Figure 1. Signal wires by layer (run 1).
Bar = 20 um.
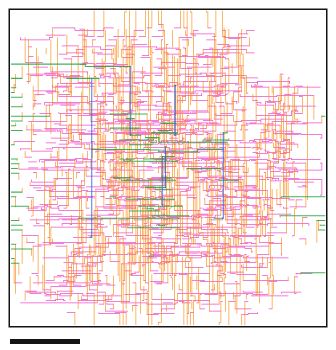
Figure 2. Routed metal per tile (run 1).
Bar = 20 um. 18 x 18 tiles, from dark blue (low) to red (high), scaled to the fullest tile. Values are wire area over tile area, all layers added.
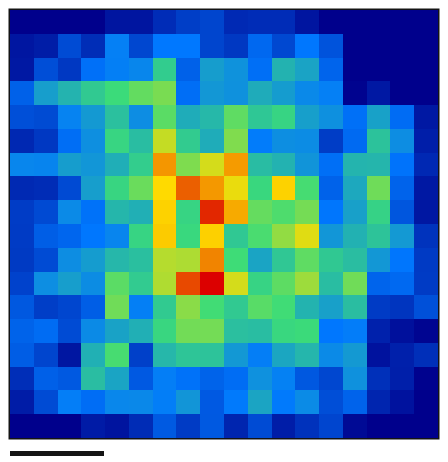
Figure 3. Placement by cell class (run 1).
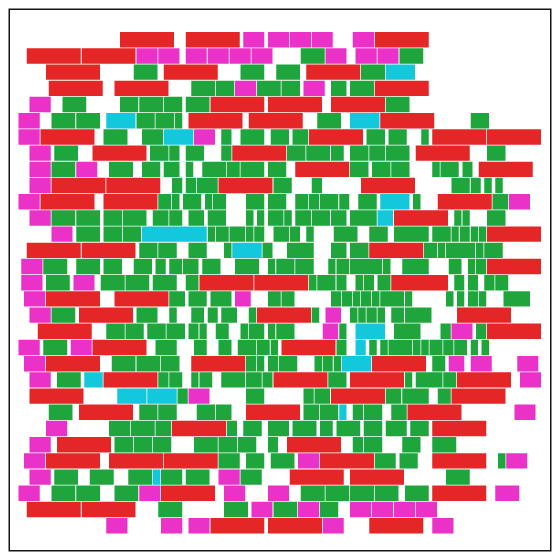
[src/rtl/pong_state_uart_tx.sv]
`default_nettype none
// ============================================================================
// Module      : pong_state_uart_tx
// Description : UART transmitter that streams a 10-byte snapshot of the Pong
//               game state. A frame_trig pulse captures the two packed state
//               words, then the frame goes out with 8N1 framing, LSB first:
//               SYNC_BYTE, word0 (LSB first), word1 (LSB first), and an XOR
//               checksum of bytes 1..8.
// Ports       :
//   clk               in   system clock
//   rst               in   asynchronous reset, active-high
//   frame_trig        in   single-cycle request to snapshot and send a frame
//   screen_mode       in   [2:0]  current screen mode
//   icon_highlighter  in   [1:0]  menu cursor
//   game_speed        in   [1:0]  speed selector
//   ball_xpos         in   [10:0] ball X
//   ball_ypos         in   [10:0] ball Y
//   left_palette_pos  in   [10:0] left paddle position
//   right_palette_pos in   [10:0] right paddle position
//   score             in   [7:0]  packed score
//   txd               out  UART serial output, idle high
//   busy              out  high while a frame is being sent
//   frame_done        out  one-cycle pulse after the last stop bit
//   trig_dropped      out  one-cycle pulse for a trigger that arrived while busy
// Revision    : 1.0 - initial release
// ============================================================================
module pong_state_uart_tx #(
    parameter int         CLKS_PER_BIT = 868,
    parameter logic [7:0] SYNC_BYTE    = 8'hA5
) (
    input  logic        clk,
    input  logic        rst,
    input  logic        frame_trig,
    input  logic [2:0]  screen_mode,
    input  logic [1:0]  icon_highlighter,
    input  logic [1:0]  game_speed,
    input  logic [10:0] ball_xpos,
    input  logic [10:0] ball_ypos,
    input  logic [10:0] left_palette_pos,
    input  logic [10:0] right_palette_pos,
    input  logic [7:0]  score,
    output logic        txd,
    output logic        busy,
    output logic        frame_done,
    output logic        trig_dropped
);

    localparam int             c_CW      = $clog2(CLKS_PER_BIT);
    localparam logic [c_CW-1:0] c_CNT_MAX = c_CW'(CLKS_PER_BIT - 1);
    localparam logic [c_CW-1:0] c_CNT_ONE = c_CW'(1);
    localparam logic [3:0]      c_LAST_BYTE = 4'd9;

    typedef enum logic [1:0] {
        S_IDLE  = 2'd0,
        S_START = 2'd1,
        S_DATA  = 2'd2,
        S_STOP  = 2'd3
    } state_t;

    state_t          r_state;
    logic [c_CW-1:0] r_clk_cnt;
    logic [2:0]      r_bit_cnt;
    logic [3:0]      r_byte_idx;
    logic [31:0]     r_word0;
    logic [31:0]     r_word1;
    logic            r_txd;
    logic            r_busy;
    logic            r_frame_done;
    logic            r_trig_dropped;

    state_t          w_state_nxt;
    logic [c_CW-1:0] w_clk_cnt_nxt;
    logic [2:0]      w_bit_cnt_nxt;
    logic [3:0]      w_byte_idx_nxt;
    logic            w_txd_nxt;
    logic            w_busy_nxt;
    logic            w_done_nxt;
    logic            w_drop_nxt;
    logic            w_snap;
    logic            w_bit_end;
    logic [2:0]      w_bit_inc;
    logic [7:0]      w_chksum;
    logic [7:0]      w_cur_byte;

    assign w_bit_end = (r_clk_cnt == c_CNT_MAX);
    assign w_bit_inc = r_bit_cnt + 3'd1;

    // Checksum derives from the snapshot registers only, so it is stable for
    // the whole frame and cannot be disturbed by live input changes.
    assign w_chksum = r_word0[7:0]  ^ r_word0[15:8]  ^ r_word0[23:16] ^ r_word0[31:24] ^
                      r_word1[7:0]  ^ r_word1[15:8]  ^ r_word1[23:16] ^ r_word1[31:24];

    always_comb begin
        w_cur_byte = SYNC_BYTE;
        case (r_byte_idx)
            4'd1:    w_cur_byte = r_word0[7:0];
            4'd2:    w_cur_byte = r_word0[15:8];
            4'd3:    w_cur_byte = r_word0[23:16];
            4'd4:    w_cur_byte = r_word0[31:24];
            4'd5:    w_cur_byte = r_word1[7:0];
            4'd6:    w_cur_byte = r_word1[15:8];
            4'd7:    w_cur_byte = r_word1[23:16];
            4'd8:    w_cur_byte = r_word1[31:24];
            4'd9:    w_cur_byte = w_chksum;
            default: w_cur_byte = SYNC_BYTE;
        endcase
    end

    // Next-state logic. txd is registered: each transition loads the level of
    // the bit that starts on that edge, so the line changes one cycle after
    // the decision is made.
    always_comb begin
        w_state_nxt    = r_state;
        w_clk_cnt_nxt  = r_clk_cnt;
        w_bit_cnt_nxt  = r_bit_cnt;
        w_byte_idx_nxt = r_byte_idx;
        w_txd_nxt      = r_txd;
        w_busy_nxt     = r_busy;
        w_done_nxt     = 1'b0;
        w_drop_nxt     = frame_trig & r_busy;
        w_snap         = 1'b0;

        case (r_state)
            S_IDLE: begin
                w_txd_nxt = 1'b1;
                if (frame_trig) begin
                    w_state_nxt    = S_START;
                    w_txd_nxt      = 1'b0;
                    w_busy_nxt     = 1'b1;
                    w_snap         = 1'b1;
                    w_clk_cnt_nxt  = '0;
                    w_bit_cnt_nxt  = '0;
                    w_byte_idx_nxt = '0;
                end
            end
            S_START: begin
                if (w_bit_end) begin
                    w_state_nxt   = S_DATA;
                    w_clk_cnt_nxt = '0;
                    w_bit_cnt_nxt = '0;
                    w_txd_nxt     = w_cur_byte[0];
                end else begin
                    w_clk_cnt_nxt = r_clk_cnt + c_CNT_ONE;
                end
            end
            S_DATA: begin
                if (w_bit_end) begin
                    w_clk_cnt_nxt = '0;
                    w_bit_cnt_nxt = w_bit_inc;
                    if (r_bit_cnt == 3'd7) begin
                        w_state_nxt = S_STOP;
                        w_txd_nxt   = 1'b1;
                    end else begin
                        w_txd_nxt = w_cur_byte[w_bit_inc];
                    end
                end else begin
                    w_clk_cnt_nxt = r_clk_cnt + c_CNT_ONE;
                end
            end
            S_STOP: begin
                if (w_bit_end) begin
                    w_clk_cnt_nxt = '0;
                    if (r_byte_idx == c_LAST_BYTE) begin
                        w_state_nxt    = S_IDLE;
                        w_busy_nxt     = 1'b0;
                        w_done_nxt     = 1'b1;
                        w_byte_idx_nxt = '0;
                    end else begin
                        // Next start bit follows the stop bit with no gap.
                        w_state_nxt    = S_START;
                        w_txd_nxt      = 1'b0;
                        w_byte_idx_nxt = r_byte_idx + 4'd1;
                    end
                end else begin
                    w_clk_cnt_nxt = r_clk_cnt + c_CNT_ONE;
                end
            end
            default: begin
                w_state_nxt = S_IDLE;
                w_txd_nxt   = 1'b1;
                w_busy_nxt  = 1'b0;
            end
        endcase
    end

    always_ff @(posedge clk or posedge rst) begin
        if (rst) begin
            r_state        <= S_IDLE;
            r_clk_cnt      <= '0;
            r_bit_cnt      <= '0;
            r_byte_idx     <= '0;
            r_txd          <= 1'b1;
            r_busy         <= 1'b0;
            r_frame_done   <= 1'b0;
            r_trig_dropped <= 1'b0;
        end else begin
            r_state        <= w_state_nxt;
            r_clk_cnt      <= w_clk_cnt_nxt;
            r_bit_cnt      <= w_bit_cnt_nxt;
            r_byte_idx     <= w_byte_idx_nxt;
            r_txd          <= w_txd_nxt;
            r_busy         <= w_busy_nxt;
            r_frame_done   <= w_done_nxt;
            r_trig_dropped <= w_drop_nxt;
        end
    end

    // Snapshot of the state words, same packing the GPIO drives to video.
    always_ff @(posedge clk or posedge rst) begin
        if (rst) begin
            r_word0 <= '0;
            r_word1 <= '0;
        end else if (w_snap) begin
            r_word0 <= {screen_mode, icon_highlighter, game_speed, 3'b000,
                        ball_ypos, ball_xpos};
            r_word1 <= {2'b00, score, left_palette_pos, right_palette_pos};
        end
    end

    assign txd          = r_txd;
    assign busy         = r_busy;
    assign frame_done   = r_frame_done;
    assign trig_dropped = r_trig_dropped;

endmodule
`default_nettype wire

[config.mk]
export PLATFORM = sky130hd
export DESIGN_NAME = pong_state_uart_tx
export DESIGN_NICKNAME = d
export VERILOG_FILES = /design/src/rtl/pong_state_uart_tx.sv
export SDC_FILE = /design/constraint.sdc
export NUM_CORES = 1
export LEC_CHECK = 0
export CORE_UTILIZATION = 59
export DETAILED_ROUTE_END_ITERATION = 10
export PLACE_DENSITY = 0.88
export SLEW_MARGIN = 20
export SYNTH_ARGS = -nofsm -noshare
export SYNTH_HDL_FRONTEND = slang
export SYNTH_SLANG_ARGS = --single-unit
export TNS_END_PERCENT = 50
[constraint.sdc]
create_clock -name clk -period 7.84 [get_ports clk]
set_input_delay 2.352 -clock clk [delete_from_list [all_inputs] [get_ports clk]]
set_output_delay 2.352 -clock clk [all_outputs]
set_load 0.01 [all_outputs]
==> impl_metrics.ini, run 1 <==
; synthesis and place-and-route metrics
[status]
status = finished clean

[yosys]
numSynthFlops = 82
adder_share_pct = 2.16
ys_cells = 424
ys_warn_count = 0
synth_area_um2 = 4640
postSynthNetCount = 494
top_cells_by_area = dfrtp_1, mux2_2, xnor2_1
synthXorXnorAreaFrac_pct = 11.1
ys_seq_share_pct = 44.3
top_cell = dfrtp_1
yosys.area.top_type = dfrtp_1
top_cell_area_share_pct = 43.7
logic_family = multiplexers
ys_async_sr_fraction_pct = 100
ys_area_um2 = 4640
ys_top_cells_by_count = dfrtp_1, mux2_2, xnor2_1
ys_types = 55
edf_count = 0
mux_area_share_pct = 17.7
ys_sh_aoi_pct = 11.0
synth_top_flop_cell = dfrtp_1
yosys.area_share.simple_pct = 10.7
synth_area_per_cell_um2 = 10.9

[finish]
syn_to_final_growth_pct = 19.9
clkCellAreaFrac_pct = 3.53
largest_reg_flops = 30
nMultiInputCombCells = 309
nFillCells = 487
fin_util_pct = 75.1
comb_area_share_pct = 44.0
diodes = 0
lay_top_count = dfrtp_1
buf_share_pct = 12.4
num-clock-buffers = 12
nNonClkBuffers = 70
largest_cell_class = multi-input combinational cells
final_nets = 555
reg.largest.list = r_word1: 30 flops, r_word0: 29 flops, r_clk_cnt: 10 flops
n_all_inverters = 13
instances_no_fill = 589
flops = 82
seq_area_share_pct = 36.9
finish.instance_area_um2 = 5560
flop_area_um2 = 2050
top_register = r_word1

[worst_setup_path]
crit_path_start_kind = primary input
cp-end-kind = register
worstPathRequired_ps = 8090
arrival_ps = 4550
worst-path-max-fanout = 61
crit_chain = clkdlybuf4s50_1, nand2_2, buf_4, o21ai_0, o21ai_1, o22ai_1, nand2_1, nand2_1, a22o_1
slowest_stage = buf_4
critPathBufInv = 2
crit_type = primary input to register

[pwr]
p_leak_nw = 2.26
totalPowerFinal_mw = 2.32
largestPowerGroup = combinational cells
comb_power_share_pct = 51.9
p_per_area_nw_per_um2 = 418
pg_clk_uw = 308
power_sequential_uw = 810
power_frac_clock_pct = 13.2
pwr-share-seq_pct = 34.9
p_int_mw = 1.41
power_switching_uw = 910
comb_cell_power_mw = 1.20
peakVddDrop_mv = 0.228
swShare_pct = 39.2

[die]
initCoreUtil_pct = 62.6
rows = 31
io_pins = 66
die_w_um = 90.7
core_area_um2 = 7410
die_y_um = 90.7
fp.dieArea_um2 = 8220

[route]
vias_per_cell = 5.89
detail-route-antenna-nets = 0
routedLengthMet1_um = 4230
firstDrtPassIters = 5
drtIter0Drc = 179
route.top_layer_used = met4
met3WireLength_um = 452
drc = 0
wl_met2_um = 4810

[placed_design]
pre_cts_ws_ps = 3180
io_buffer_count = 65
gp_congestion = 0.933
dpl.hpwl_um = 6670
place_area_um2 = 5360

[clock_network]
clock_latency_ps = 350
hold_buffers = 0
cts_setup_buffers = 0
clockRootBuffer = clkbuf_8
tritoncts = yes
clock-sinks = 82
htree_levels = 3
clk_path_buf_depth = 2
numCtsBuffers = 9
clk_pin_slew_ps = 80
post_cts_resized = 0

[sta]
drv_slew = 0
finalWorstSetupSlack_ps = 3540
slew_headroom_pct = 31.3
rsz0062_at_grt = no
tightest_slew_ps = 1030
fmax_mhz = 232
finalSetupTns_ps = 0
whs_ps = 524
skew_ps = 9.36
setup_viol = 0
period_needed_ps = 4300
fin_crit_sh_pct = 54.9
hold_viol = 0

[global_routing]
grt_use_met2_pct = 40.5
grt_first_pass_wirelength_um = 16500
gr-max-usage-layer = met2
met3_usage_pct = 4.46
grt_pass1_vias = 3516
grt_max_degree = 83
grt_overflow_total = 0
antenna_found_initial = 0

[flow_run]
cap_violations = 0
warnings = 30
Notes on Figure 1 above:
| color | layer | wire length |
|---|---|---|
| magenta | metal 1 | 4,230 um |
| blue | metal 4 | 130 um |
| orange | metal 2 | 4,810 um |
| green | metal 3 | 453 um |
GRT Overall Usage: 24.9%
via count: 3,467
DR WL/cell: 16.3 um
WL final: 9630 um

Notes on Figure 2 above:
fullest tile: 0.62
mean over tiles: 0.18
tiles over half the peak: 15%
densest ninth of the die: middle
nearly empty tiles: 9.0%
emptiest ninth of the die: top right

Notes on Figure 3 above:
| color | class | cells |
|---|---|---|
| red | flops | 82 |
| magenta | other buffers and delay cells | 70 |
| green | combinational and other logic | 322 |
| cyan | clock drivers and dummy loads | 16 |

[run 1: worst paths after layout]
path | start | to | slack [ps] | cells past startpoint
worst max-delay path | frame_trig | r_byte_idx[3]$_DFFE_PP0P_ | 3540 | 9
worst min-delay path | r_clk_cnt[1]$_DFFE_PP0P_ | r_clk_cnt[1]$_DFFE_PP0P_ | 520 | 2
worst max register to register | r_byte_idx[0]$_DFFE_PP0P_ | txd$_DFFE_PP1P_ | 4970 | 8
worst min register to register | r_clk_cnt[1]$_DFFE_PP0P_ | r_clk_cnt[1]$_DFFE_PP0P_ | 520 | 2
max in group asynchronous | rst | r_word0[21]$_DFFE_PP0P_ | 4820 | 3
min in group asynchronous | rst | r_word1[1]$_DFFE_PP0P_ | 2510 | 3
Figure 4. Sequential cells colored by netlist name (run 1).
Bar = 20 um. Other sequential cells in the stronger gray, the rest of the logic in the fainter gray.
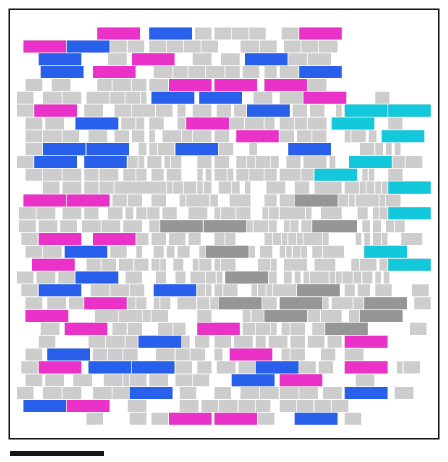

==> run 2: changes to the inputs <==
CORE_UTILIZATION = 50   (was 59)
PLACE_DENSITY = 0.8   (was 0.88)
clock period = 3.5 ns   (was 7.84 ns; I/O delays follow)
Figure 5. Sequential cells colored by netlist name (run 2).
Bar = 20 um. Other sequential cells in the stronger gray, the rest of the logic in the fainter gray.
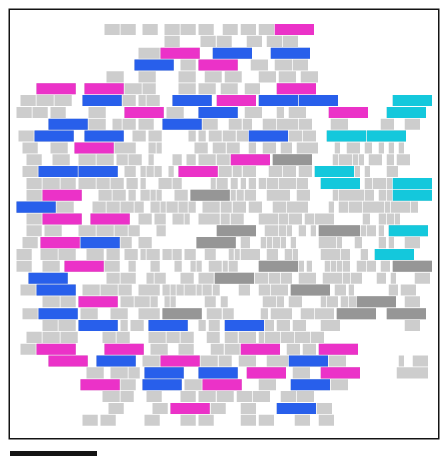
| color | netlist name | flops |
|---|---|---|
| magenta | r_word0 | 29 |
| blue | r_word1 | 30 |
| cyan | r_clk_cnt | 10 |
Post-Route Utilization: 63.1%
sequential cell area: 2050 um2
Seq area share: 36.8%

Figure 6. Routed metal per tile (run 2).
Bar = 20 um. 20 x 20 tiles, from dark blue (low) to red (high), scaled to the fullest tile. Values are wire area over tile area, all layers added.
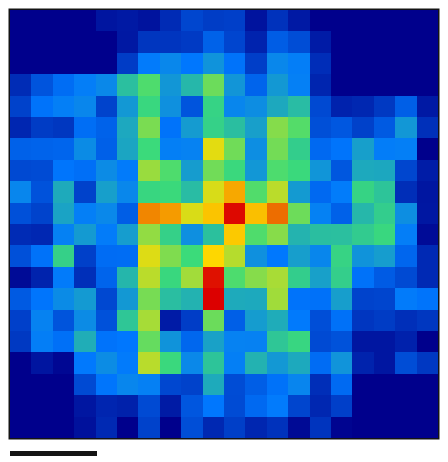
tiles over half the peak: 11%
emptiest ninth of the die: top right
fullest tile: 0.63
DR WL/cell: 16.0 um
via count: 3,422
WL final: 9600 um
GRT Overall Usage: 21.3%

==> impl_metrics.ini, run 2 <==
; synthesis and place-and-route metrics
[status]
status = finished clean

[die]
fp.dieArea_um2 = 9670
initCoreUtil_pct = 52.4
die_w_um = 98.3
core_area_um2 = 8850
die_y_um = 98.3
io_pins = 66
rows = 34

[pwr]
largestPowerGroup = combinational cells
comb_power_share_pct = 52.4
power_switching_mw = 2.02
pg_clk_uw = 634
power_frac_clock_pct = 12.4
p_int_mw = 3.10
power_sequential_mw = 1.80
peakVddDrop_mv = 0.376
swShare_pct = 39.5
comb_cell_power_mw = 2.68
p_per_area_nw_per_um2 = 916
p_leak_nw = 2.27
pwr-share-seq_pct = 35.2
totalPowerFinal_mw = 5.11

[sta]
tightest_slew_ps = 732
whs_ps = 529
slew_headroom_pct = 49.9
fin_crit_sh_pct = 75.5
drv_slew = 0
hold_viol = 0
finalSetupTns_ps = 0
setup_viol = 0
rsz0062_at_grt = no
period_needed_ps = 2640
fmax_mhz = 378
skew_ps = 6.14

[route]
met3WireLength_um = 397
routedLengthMet1_um = 4220
vias_per_cell = 5.70
route.top_layer_used = met4
wl_met2_um = 4790
firstDrtPassIters = 6
drc = 0
detail-route-antenna-nets = 0
drtIter0Drc = 245

[flow_run]
cap_violations = 0
warnings = 30

[clock_network]
clk_path_buf_depth = 2
clock_latency_ps = 360
htree_levels = 3
cts_setup_buffers = 0
numCtsBuffers = 9
hold_buffers = 0
tritoncts = yes
post_cts_resized = 0
clk_pin_slew_ps = 90
clockRootBuffer = clkbuf_8
clock-sinks = 82

[global_routing]
grt_pass1_vias = 3429
gr-max-usage-layer = met2
grt_overflow_total = 0
antenna_found_initial = 0
grt_first_pass_wirelength_um = 16400
met3_usage_pct = 3.87
grt_max_degree = 83
grt_use_met2_pct = 36.3

[yosys]
top_cell = dfrtp_1
ys_warn_count = 0
ys_seq_share_pct = 44.3
top_cells_by_area = dfrtp_1, mux2_2, xnor2_1
numSynthFlops = 82
yosys.area_share.simple_pct = 10.7
ys_types = 55
synthXorXnorAreaFrac_pct = 11.1
yosys.area.top_type = dfrtp_1
ys_cells = 424
top_cell_area_share_pct = 43.7
mux_area_share_pct = 17.7
logic_family = multiplexers
synth_area_um2 = 4640
ys_area_um2 = 4640
synth_area_per_cell_um2 = 10.9
ys_top_cells_by_count = dfrtp_1, mux2_2, xnor2_1
synth_top_flop_cell = dfrtp_1
edf_count = 0
adder_share_pct = 2.16
ys_async_sr_fraction_pct = 100
ys_sh_aoi_pct = 11.0
postSynthNetCount = 494

[min_path]
holdPathEnd = r_clk_cnt[1]$_DFFE_PP0P_
holdCritStartpoint = r_clk_cnt[1]$_DFFE_PP0P_
hp-class = register to register
hold_depth = 2

[finish]
reg.largest.list = r_word1: 30 flops, r_word0: 29 flops, r_clk_cnt: 10 flops
finish.instance_area_um2 = 5580
lay_top_count = dfrtp_1
lay_top_cells = dfrtp_1, mux2_2, clkdlybuf4s50_1, xnor2_1, nand2_1
final_nets = 557
largest_reg_flops = 30
instances_no_fill = 600
top_register = r_word1
diodes = 0
syn_to_final_growth_pct = 20.3
drive_gt1_share_pct = 19.9
nFillCells = 721

[worst_setup_path]
slowest_stage = dfrtp_1
worst-path-max-fanout = 20
r2r-end = txd$_DFFE_PP1P_
reg2regPathDepth = 7
crit_chain = nand2b_1, o31ai_1, a2111oi_0, a21boi_0, o221a_2, a2111oi_2, nor3_1
setup.worst_path.end = txd$_DFFE_PP1P_
crit_path_start_kind = register
arrival_ps = 2930
cp_num_cells = 7
crit_start = r_byte_idx[3]$_DFFE_PP0P_
r2r_setup_slack_ps = 860
crit_type = register to register
worstPathRequired_ps = 3790
r2r-start = r_byte_idx[3]$_DFFE_PP0P_
critPathBufInv = 0
cp-end-kind = register

[placed_design]
place_area_um2 = 5400
place_inst = 584
io_buffer_count = 65
gp_congestion = 0.914
dpl.hpwl_um = 6870
run 2: cell counts after synthesis:
No cell type changed its count.
run 2: worst min-delay path, delay by kind of cell, from the launching register on:
family        cells  cell delay, ps
flops             1             390
simple gates      2             120
run 2: per-stage QoR:
step | utilization [%] | setup slack (ps)
after floorplan | - | 343
after global placement | 61.0 | 748
after detailed placement | 61.0 | 720
after CTS | 63.1 | 860
after global routing | 63.1 | 698
final | 63.1 | 858
run 2: cell type report:
cell class | count | share of cell area [%]
clock buffers | 10 | 2.47
repair buffers | 72 | 12.8
flip-flops and latches | 82 | 36.8
well taps | 108 | 2.42
clock inverters | 6 | 0.762
inverters | 13 | 0.874
multi-input cells | 309 | 43.9
Figure 7. Routing congestion map (run 2).
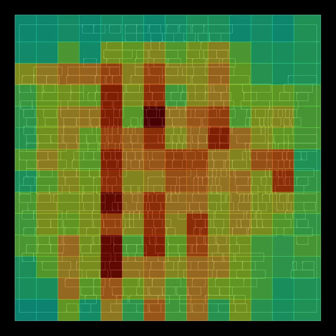

==> run 3: changes to the inputs <==
clock period = 2.2 ns   (was 3.5 ns; I/O delays follow)
Figure 8. Routing congestion map (run 3).
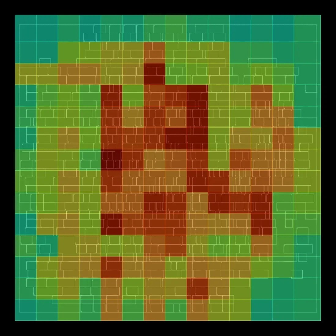
M2 GR Usage: 40.4%
busiest layer in global routing: met2
met3 usage: 5.44%
DR WL/cell: 17.1 um

Figure 9. Routed metal per tile (run 3).
Bar = 20 um. 20 x 20 tiles, from dark blue (low) to red (high), scaled to the fullest tile. Values are wire area over tile area, all layers added.
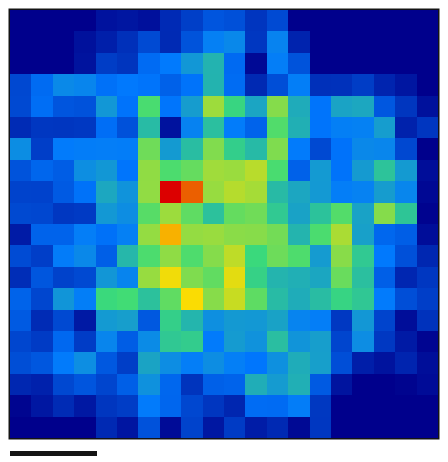
tiles over half the peak: 14%
fullest tile: 0.72
mean over tiles: 0.18

==> impl_metrics.ini, run 3 <==
; synthesis and place-and-route metrics
[status]
status = finished, violations left
violations = negative setup slack

[yosys]
ys_top_cells_by_count = dfrtp_1, mux2_2, xnor2_1
ys_types = 55
yosys.area.top_type = dfrtp_1
numSynthFlops = 82
yosys.area_share.simple_pct = 10.7
synth_top_flop_cell = dfrtp_1
top_cell_area_share_pct = 43.7
top_cell = dfrtp_1
synth_area_per_cell_um2 = 10.9
ys_sh_aoi_pct = 11.0
mux_area_share_pct = 17.7
ys_seq_share_pct = 44.3
synth_area_um2 = 4640
synthXorXnorAreaFrac_pct = 11.1
top_cells_by_area = dfrtp_1, mux2_2, xnor2_1
edf_count = 0
postSynthNetCount = 494

[die]
die_w_um = 98.3
core_area_um2 = 8850
initCoreUtil_pct = 52.4
rows = 34
io_pins = 66

[clock_network]
htree_levels = 3
clk_path_buf_depth = 2
clockRootBuffer = clkbuf_8
clock-sinks = 82
clk_pin_slew_ps = 80
hold_buffers = 0
clock_latency_ps = 350
numCtsBuffers = 9
post_cts_resized = 6

[sta]
rsz0062_at_grt = yes
finalWorstSetupSlack_ps = -48.1
slew_headroom_pct = 71.0
drv_slew = 0
tightest_slew_ps = 432
setup_viol = 1
fin_crit_sh_pct = 102
skew_ps = 13.2

[pwr]
power_sequential_mw = 2.90
p_int_mw = 5.52
comb_power_share_pct = 56.3
pwr-share-seq_pct = 31.9
peakVddDrop_mv = 0.691
comb_cell_power_mw = 5.11

[global_routing]
grt_usage_pct = 23.5
grt_first_pass_wirelength_um = 18100
grt_pass1_vias = 3865
antenna_found_initial = 0

[flow_run]
warnings = 31
cap_violations = 0

[finish]
syn_to_final_growth_pct = 32.8
nFillCells = 670
reg.largest.list = r_word1: 30 flops, r_word0: 29 flops, r_clk_cnt: 10 flops
flop_area_um2 = 2060
largest_reg_flops = 30
drive_gt1_share_pct = 30.7
lay_top_count = dfrtp_1

[worst_setup_path]
crit_start = r_byte_idx[3]$_DFFE_PP0P_
crit_type = register to register
arrival_ps = 2520
slowest_stage = dfrtp_2
worstPathRequired_ps = 2480
crit_chain = buf_4, inv_1, buf_4, a211oi_1, a211oi_2, o221a_2, a2111oi_4, nor3_2
crit_path_start_kind = register
r2r-start = r_byte_idx[3]$_DFFE_PP0P_
r2r_setup_slack_ps = -50
setup.worst_path.end = txd$_DFFE_PP1P_
cp_num_cells = 8

[route]
firstDrtPassIters = 6
vias_per_cell = 5.75
drc = 0
drtIter0Drc = 254
wl_met2_um = 5600
wl_um = 11100

[placed_design]
dpl.hpwl_um = 7940
pre_cts_ws_ps = -21.1
gp_congestion = 0.934
io_buffer_count = 65

[min_path]
holdCritStartpoint = r_bit_cnt[1]$_DFFE_PP0P_
hp-class = register to register
holdPathEnd = r_bit_cnt[1]$_DFFE_PP0P_
hold_depth = 1
[run 3: through the flow]
step,power (mW),hold slack (ps),instance area [um2]
global route,9.72,550,6160
global placement,7.45,498,5770
floorplan,6.21,466,4640
finish,9.09,523,6160
CTS,8.81,524,5980
detailed placement,7.67,501,5770
[run 3: cell families after synthesis]
group	after synthesis
AOI/OAI and AO/OA	74
adders and majority gates	8
and+or+nand+nor	94
DFF	82
xor gates and xnor gates	59
muxes	74
buffers and inverters	33
[run 3: layout make-up]
cell class | count | area share, %
clock buffers | 12 | 2.19
clock inverters | 4 | 0.853
inverters | 13 | 0.853
multi-input cells | 309 | 41.7
flip-flops and latches | 82 | 33.4
well taps | 108 | 2.19
repair buffers | 118 | 18.8
Power is estimated from default activity; no workload was simulated.
